Fig. 1: where the registers sit
Scale: 4 px per um. Other sequential cells in the stronger gray, the rest of the logic in the fainter gray.
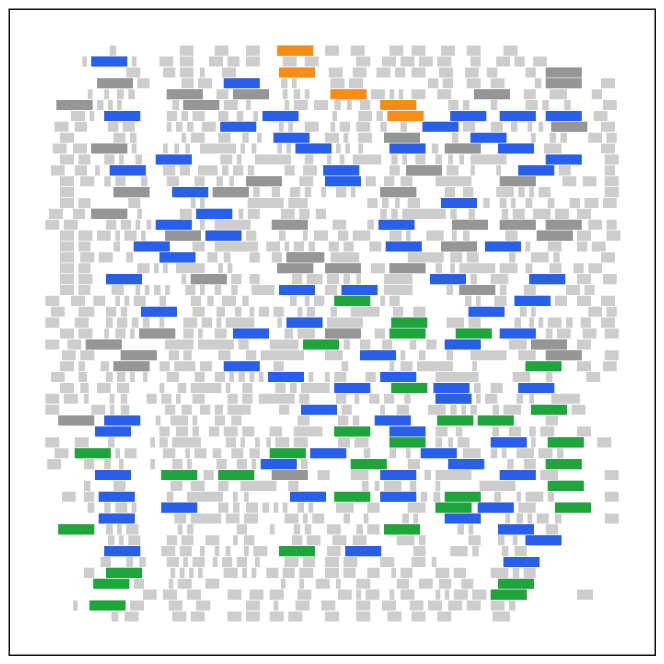
Fig. 2: cell placement
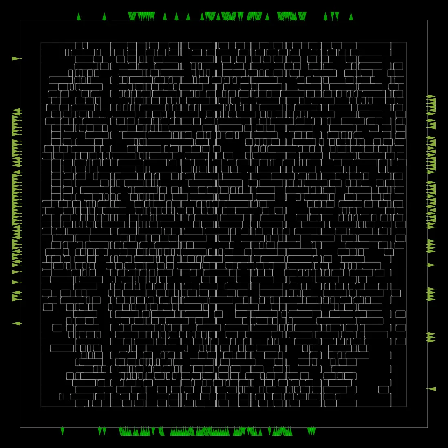
Fig. 3: wire density map
Scale: 2 px per um. The die is cut into 32 by 32 equal tiles; dark blue is low, red is high, scaled to the fullest tile. Values are wire area over tile area, all layers added.
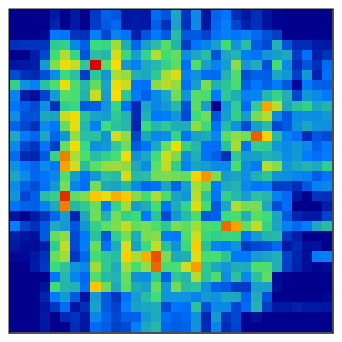
Fig. 4: wiring by layer
Scale: 2 px per um. Two of the layers only.
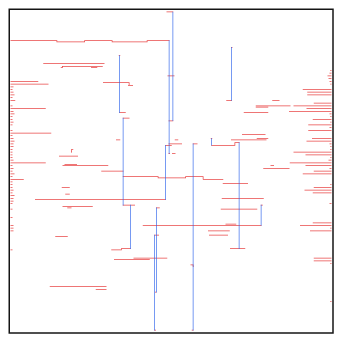
==> config.mk <==
export PLATFORM = sky130hd
export DESIGN_NAME = alu_issue_stage_flat
export DESIGN_NICKNAME = d
export VERILOG_FILES = /design/src/rtl/alu_issue_stage_if.sv /design/src/rtl/alu_issue_stage.sv /design/src/flat_wrapper.sv
export SDC_FILE = /design/constraint.sdc
export NUM_CORES = 1
export LEC_CHECK = 0
export CELL_PAD_IN_SITES_DETAIL_PLACEMENT = 1
export CELL_PAD_IN_SITES_GLOBAL_PLACEMENT = 1
export CORE_MARGIN = 8
export CORE_UTILIZATION = 37
export DETAILED_ROUTE_END_ITERATION = 10
export GPL_ROUTABILITY_DRIVEN = 0
export MAX_ROUTING_LAYER = met4
export PLACE_DENSITY_LB_ADDON = 0.1
export SLEW_MARGIN = 5
export SYNTH_ARGS = -nofsm -noshare
export SYNTH_HDL_FRONTEND = slang
export SYNTH_SLANG_ARGS = --single-unit
export TNS_END_PERCENT = 5
==> constraint.sdc <==
create_clock -name clk -period 2.25 [get_ports clk]
set_input_delay 0.5625 -clock clk [delete_from_list [all_inputs] [get_ports clk]]
set_output_delay 0.5625 -clock clk [all_outputs]
set_load 0.005 [all_outputs]
==> flow_summary.yaml <==
# generated from flow reports
status:
  status: "finished, final reports clean"
routing:
  ant_nets: 0
  drt_pass1_iterations: 5
  wl_met2_mm: 14.03
  routed.top_layer: "met4"
  drc_errors: 0
  drtIter0Drc: 554
  wl_met1_mm: 12.85
  dr_wl_met3_mm: 1.185
critical_path:
  reg2reg_depth: 4
  slowest_delay_ns: 0.59
  path_max_fanout: 41
  required_ns: 2.54
  reg2reg_slack_ns: 0.51
  worstSetupPathType: "input pin to register"
  cp_cell_sequence: "clkdlybuf4s50_1 > and3b_1 > o311a_4 > o211ai_1 > buf_4 > buf_12 > o21ai_0"
  endpoint_kind: "register"
  crit_arrival_ns: 2.41
place:
  placed_area_um2: 10430
  portBuffers: 209
  dp_hpwl_mm: 20.27
  dp_cells: 1257
sta:
  slew_headroom: 0.6130
  setup_violations: 0
  finalHoldViolCount: 0
  whs_ns: 0.09773
  min_period_ns: 2.122
  tightest_slew_ns: 0.5805
  final.period_utilization: 0.9430
  drv_slew: 0
  rsz0062_at_grt: "no"
grt:
  grt_max_degree: 57
  antenna_found_initial: 1
  use_met1: 0.2922
  grt_pass1_wl_mm: 46.46
  grt_use_met2: 0.3659
  grt_pass1_vias: 8218
  grt_use_met3: 0.03970
  busiest_layer: "met2"
cts:
  htreeDepth: 4
  clk_pin_slew_ns: 0.06
  cts-root-buf: "clkbuf_16"
  cts_buffer_depth: 2
  hold_buffers: 0
  clk_latency_ns: 0.43
  cts.sinks: 153
  cts_resized: 0
pwr:
  combPwrFrac: 0.157
  p_leak_nw: 4.586
  intPower_mw: 5.319
  power_leader: "clock"
  p_clk_mw: 3.05
  switching_share: 0.2534
  p_clk_frac: 0.428
  p_seq_frac: 0.414
  power.total_mw: 7.124
floorplanning:
  ios: 212
  num_rows: 53
  die_h_um: 161.1
  die_x_um: 161.1
  dieArea_um2: 25960
  coreArea_um2: 20820
logic_synthesis:
  netlist_top_cells_count: "152 x dfrtp_1, 138 x nand2_1, 85 x a21oi_1"
  synthMostInstantiatedCell: "dfrtp_1"
  syn_area_um2: 7792
  yosys_area_um2: 7792
  edf_count: 0
  ys_seq_share: 0.4915
  synth_top_cell_by_area: "dfrtp_1"
  synth-main-ff-cell: "dfrtp_1"
  netlist_instances: 801
  synth_cell_types: 50
  async_flop_share: 1.000
  synth_stat.cells: 801
finish:
  final_common_cell: "clkdlybuf4s50_1"
  fillers: 2305
  synthToLayoutAreaGrowth_pct: 42.08
  largest_register_ffs: 75
  finalNetCount: 1136
  drive_above_1_share: 0.1348
flow_run:
  tool_warnings: 26
hold_path:
  hold_class: "input pin to async pin"
## Picture notes: Fig. 1
Key: u_core.stage_io.op2 = green [sequential cells 32]; u_core.skid_q = blue [sequential cells 75]; u_core.stage_io.rd = orange [sequential cells 5, where top center]
sequential cell area: 3830 um^2
Final Core Density: 0.5317
Seq/total area: 0.3459
power consumed by sequential cells: 2.95 mW

## Picture notes: Fig. 2
Flops: 153
fin cells: 1292
Tapcell Cnt: 275

## Picture notes: Fig. 3
The mean over all tiles is 0.17. The emptiest ninth of the die: lower right. The fullest tile reaches 0.56. 18% of the tiles are over half the peak. 10% of the tiles are nearly empty.
DR vias: 7427
total wire length: 28.58 mm
global-route usage over all layers: 0.2280
Routed WL per cell: 22.12 um

## Picture notes: Fig. 4
Key: metal 3 = red [wire length 1190 um]; metal 4 = blue [wire length 508 um]

-- kinds of logic after synthesis --
family                 share of synthesized area
AND/OR/NAND/NOR                           0.1609
other                                  0.0004812
buffers and inverters                    0.05893
AND-OR/OR-AND                             0.2754
multiplexers                             0.01285
flip-flops                                0.4915
-- layout make-up --
class                      count  area, um^2  area share
inverter                      15       56.30    0.005085
sequential                   153        3830      0.3459
multi-input combinational    550        3545      0.3201
clock buffer                  21       450.4     0.04068
timing repair buffer         266        2674      0.2415
clock inverter                11       170.2     0.01537
antenna                        1       2.502   0.0002260
tap                          275       344.1     0.03108
-- worst max-delay path: cells and delay by family --
| kind | cells | cell delay [ns] |
|---|---|---|
| simple gates | 1 | 0.23 |
| buf+inv | 3 | 0.94 |
| compound gates | 3 | 0.65 |
Power is estimated from default activity; no workload was simulated.
